run_1/layer_met1.png
(3 px per um) Supply wires on this layer in gray.
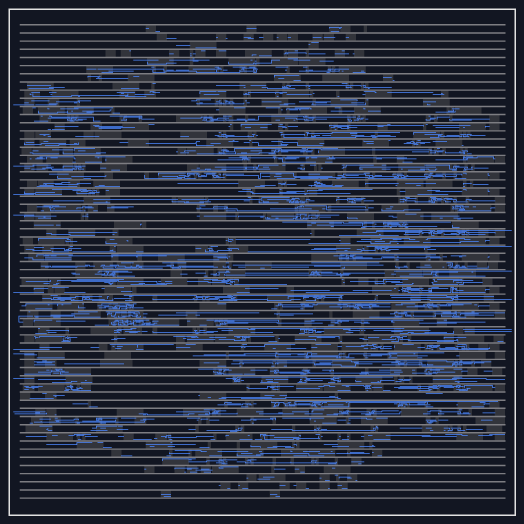
run_1/layer_met2.png
(3 px per um)
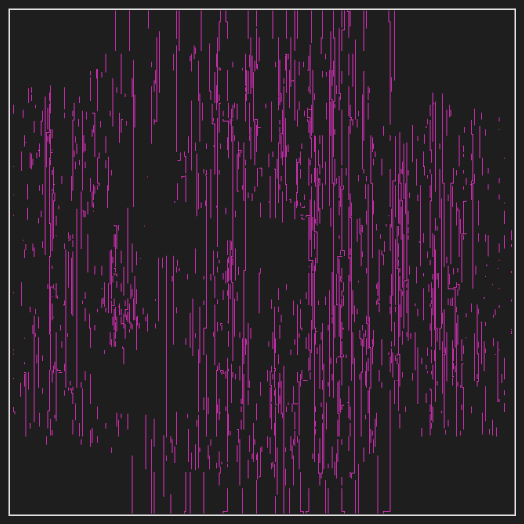
run_1/layer_met3.png
(3 px per um)
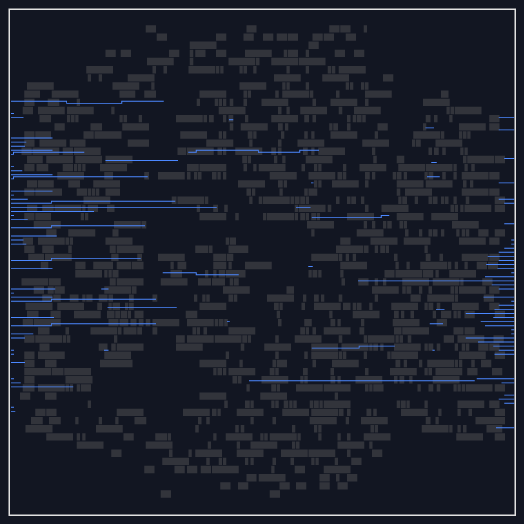
==> config.mk <==
export PLATFORM = sky130hd
export DESIGN_NAME = instr_line_fill
export DESIGN_NICKNAME = d
export VERILOG_FILES = /design/src/rtl/instr_line_fill.sv
export SDC_FILE = /design/constraint.sdc
export NUM_CORES = 1
export LEC_CHECK = 0
export CAP_MARGIN = 5
export CORE_MARGIN = 3
export CORE_UTILIZATION = 27
export CTS_CLUSTER_SIZE = 12
export DETAILED_ROUTE_END_ITERATION = 10
export PLACE_DENSITY = 0.49
export SLEW_MARGIN = 30
export SYNTH_ARGS = -nofsm -noshare
export SYNTH_HDL_FRONTEND = slang
export SYNTH_SLANG_ARGS = --single-unit
==> constraint.sdc <==
create_clock -name clk -period 4.5 [get_ports clk]
set_input_delay 0.45 -clock clk [delete_from_list [all_inputs] [get_ports clk]]
set_output_delay 0.45 -clock clk [all_outputs]
set_load 0.1 [all_outputs]
==> impl_metrics.tcl, run 1 <==
# collected from the flow reports
set metrics [dict create \
    dieArea_um2 28300 \
    ctsHoldBuffers 0 \
    overflow 0 \
    cp_max_fo 2 \
    syn2layout_area_growth_pct 30.9 \
    mappedNetlistArea_um2 7100 \
    antenna_found_initial 0 \
    ctsResizeCount 0 \
    grt_pass1_wl_mm 30.0 \
    crit_type "reg2out" \
    warnings 34 \
    most_common_cell "nand2_1" \
    wl_met3_mm 1.22 \
    required_ns 4.05 \
    path_cells "clkdlybuf4s50_1" \
    clock.latency.late_pin_ns 0.43 \
    status "finished, final reports clean" \
    fp-utilization 0.278 \
    dr.first_iter.drc_count 326 \
    p_leak_nw 4.39 \
    syn_avg_cell_area_um2 9.76 \
    cts-root-buf "clkbuf_16" \
    final_nets 888 \
    relSlewSlack 0.314 \
    swShare 0.472 \
]
## Picture notes: layer_met1.png
longest straight run: 67.6 um
main direction: horizontal
wire length on this layer: 9050 um
share of all routed wire: 48%
routed vias: 5183
met1 usage: 0.186
final wirelength: 19.0 mm

## Picture notes: layer_met2.png
nets with wire on the layer: 682
wire length on this layer: 8350 um
main direction: vertical
global routing met2 resource utilization: 0.207

## Picture notes: layer_met3.png
main direction: horizontal
wire length on this layer: 1220 um
share of all routed wire: 6.4%
longest straight run: 75.0 um
met3 usage: 0.0488

[run 1: per-layer routing]
metal	GRT usage	vias to the layer above
met5	0	-
met4	0.0416	0
met3	0.0488	17
met2	0.207	110
met1	0.186	2515
li1	-	2541
[run 1: cell families (layout without fill, tap and decap cells)]
| kind of cell | count (synthesis) | count (layout) | share of synthesized area |
|---|---|---|---|
| muxes | 29 | 29 | 0.0502 |
| and+or+nand+nor | 391 | 391 | 0.216 |
| DFF | 181 | 181 | 0.638 |
| AOI/OAI and AO/OA | 78 | 78 | 0.0582 |
| other | 1 | 2 | 0.000528 |
| buffers and inverters | 41 | 173 | 0.0268 |
| adders and majority gates | 6 | 6 | 0.0106 |
[run 1: power groups by stage]
stage                     Clock, mW  Combinational (mW)  Sequential [mW]
after floorplan                   0               0.865             3.94
after global placement            0                3.21             2.36
after detailed placement          0                3.24             2.37
after CTS                      1.53                3.24             2.34
after global routing           1.59                3.40             2.40
final                          1.47                3.20             2.34
[run 1: final cells by class]
cell class                 instances  share of cell area
timing repair buffer             137               0.145
clock inverter                    11              0.0128
inverter                           4             0.00162
sequential                       181               0.487
antenna                            1            0.000269
clock buffer                      21              0.0485
tap                              330              0.0444
multi-input combinational        505               0.260
[run 1: per-stage QoR]
| stage | cells | utilization | power (mW) | instance area [um^2] | setup slack, ns |
|---|---|---|---|---|---|
| after floorplan | 727 | - | 4.80 | 7100 | 2.38 |
| after CTS | 1187 | 0.363 | 7.11 | 9260 | 2.05 |
| after detailed placement | 1155 | 0.340 | 5.61 | 8690 | 1.98 |
| after global placement | 1155 | 0.341 | 5.57 | 8700 | 1.65 |
| final | 1190 | 0.364 | 7.01 | 9290 | 2.08 |
| after global routing | 1189 | 0.364 | 7.39 | 9290 | 2.03 |
[run 1: cell usage in the layout (no fill, tap or decap), types with 2 or more instances in the layout]
cell             count
nand2_1            366
clkbuf_16           17
and2_1               2
buf_4                6
clkinv_4             2
nand2_2              2
buf_2                8
inv_8                2
nor2_1               4
nor3b_4              3
clkbuf_1             3
a21oi_1              4
nand2b_1             2
nor2_2               2
dfrtp_1            181
nand3_1              2
nor3_1               2
clkinvlp_4           3
o21ai_0             67
mux2_2              21
clkdlybuf4s50_1    119
inv_1                3
ha_1                 6
mux2_4               8
inv_6                3
--- run 2 (diff from run 1) ---
PLACE_DENSITY = 0.51   (was 0.49)
clock period = 2.1 ns   (was 4.5 ns; I/O delays follow)
==> impl_metrics.tcl, run 2 <==
# collected from the flow reports
set metrics [dict create \
    final_nets 904 \
    antenna_found_initial 0 \
    grt_pass1_wl_mm 30.3 \
    period_needed_ns 1.96 \
    yosys_cells 727 \
    required_ns 2.41 \
    dpl_cell_area_um2 8620 \
    cts_buffers 17 \
    synth-edff-count 0 \
    final-hold-violation-count 0 \
    crit_type "reg2reg" \
    synth.yosys.warnings 0 \
    syn2layout_area_growth_pct 29.8 \
    mappedNetlistArea_um2 7100 \
    warnings 33 \
    most_common_cell "nand2_1" \
    syn_avg_cell_area_um2 9.76 \
    dr.first_iter.drc_count 391 \
    cp_max_fo 15 \
    dieArea_um2 28300 \
    p_leak_nw 4.63 \
    clock.latency.late_pin_ns 0.43 \
    layout_top_cell "nand2_1" \
    status "finished, final reports clean" \
    layout_top_cells "nand2_1, dfrtp_1, buf_4, o21ai_0, clkdlybuf4s50_1" \
    path_cells "ha_1 -> and4_1 -> a31oi_2 -> o21ai_2 -> nand2b_1 -> buf_12 -> mux2_2" \
    grt_max_degree 62 \
    overflow 0 \
    relSlewSlack 0.585 \
    fin_area_um2 9210 \
    cts-root-buf "clkbuf_16" \
    htreeDepth 4 \
    cpMaxStageDelayCell "dfrtp_1" \
    fp-utilization 0.278 \
    dr.pass1.iters 4 \
]
[run 2: cell types whose count changed in the layout (fill, tap and decap cells not counted), moves of 3 or more]
cell | previous run | this run
buf_4 | 6 | 116
clkdlybuf4s50_1 | 119 | 31
buf_2 | 8 | 0
buf_12 | 1 | 4
nor3b_2 | 0 | 3
nor3b_4 | 3 | 0
[run 2: kinds of logic after synthesis]
| logic type | Yosys count | synth area share |
|---|---|---|
| fa+ha+maj | 6 | 0.0106 |
| compound gates | 78 | 0.0582 |
| simple gates | 391 | 0.216 |
| mux | 29 | 0.0502 |
| flops | 181 | 0.638 |
| other cells | 1 | 0.000528 |
| buf+inv | 41 | 0.0268 |
[run 2: worst max-delay path: cells and delay by family (launching register included)]
family	cells	cell delay [ns]
and+or+nand+nor	2	0.36
AOI/OAI and AO/OA	2	0.30
buffers and inverters	1	0.19
adders and majority gates	1	0.26
muxes	1	0.34
DFF	1	0.39
[run 2: power breakdown]
part / total (mW) / switching (mW) / internal [mW]
Combinational: 6.84 / 5.11 / 1.73
Clock: 3.15 / 1.43 / 1.72
Sequential: 5.02 / 0.565 / 4.46
Total: 15.0 / 7.10 / 7.91
[run 2: metal layers]
| layer | GRT usage | wire length [um] | share of wire |
|---|---|---|---|
| met5 | 0 | 0 | 0 |
| met4 | 0.0292 | 116 | 0.0061 |
| met3 | 0.0458 | 1360 | 0.072 |
| met2 | 0.208 | 8510 | 0.45 |
| met1 | 0.194 | 9020 | 0.47 |
[run 2: metrics by stage]
stage          setup slack (ns)  cells  total power [mW]  hold slack [ns]  utilization
2_1_floorplan             0.224    727              10.3          -0.0856            -
3_3_place_gp              0.122   1172              11.9            0.238        0.337
3_5_place_dp             0.0880   1172              12.0            0.237        0.337
4_1_cts                  0.0945   1205              15.2            0.343        0.360
5_1_grt                  0.0354   1205              15.8            0.342        0.361
6_report                  0.145   1206              15.0            0.325        0.361
[run 2: layout make-up]
cell class                 count  area [um^2]
sequential                   181         4530
antenna                        1         2.50
fill                        2663        16300
clock buffer                  20          457
inverter                       4         15.0
clock inverter                12          119
tap                          330          413
multi-input combinational    505         2390
timing repair buffer         153         1280
[run 2: repair_timing]
action	CTS	global route
setup endpoints to repair	0	1
hold buffers	1	0
hold endpoints to repair	56	0
resized	0	1
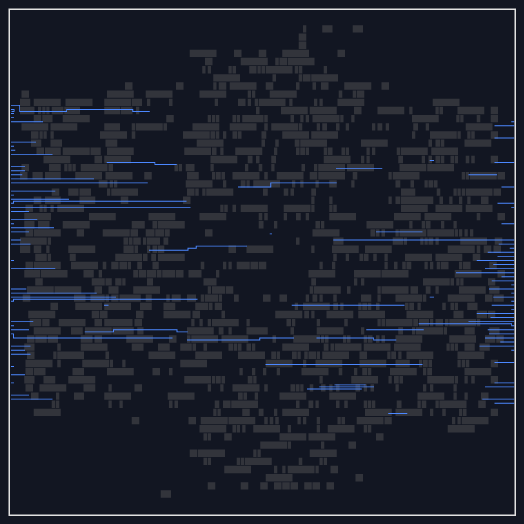
run_2/layer_met3.png
(3 px per um)
longest straight run: 61.2 um
main direction: horizontal
share of all routed wire: 7.2%
nets with wire on the layer: 96
wire length on this layer: 1360 um
final wirelength: 19.0 mm
routed vias: 5207
met3 usage: 0.0458

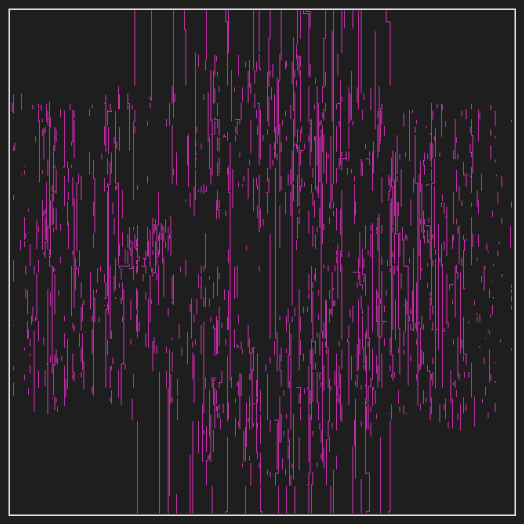
run_2/layer_met2.png
(3 px per um)
longest straight run: 67.5 um
main direction: vertical
nets with wire on the layer: 694
share of all routed wire: 45%
wire length on this layer: 8510 um
global routing met2 resource utilization: 0.208

Power and IR drop assume default switching activity.
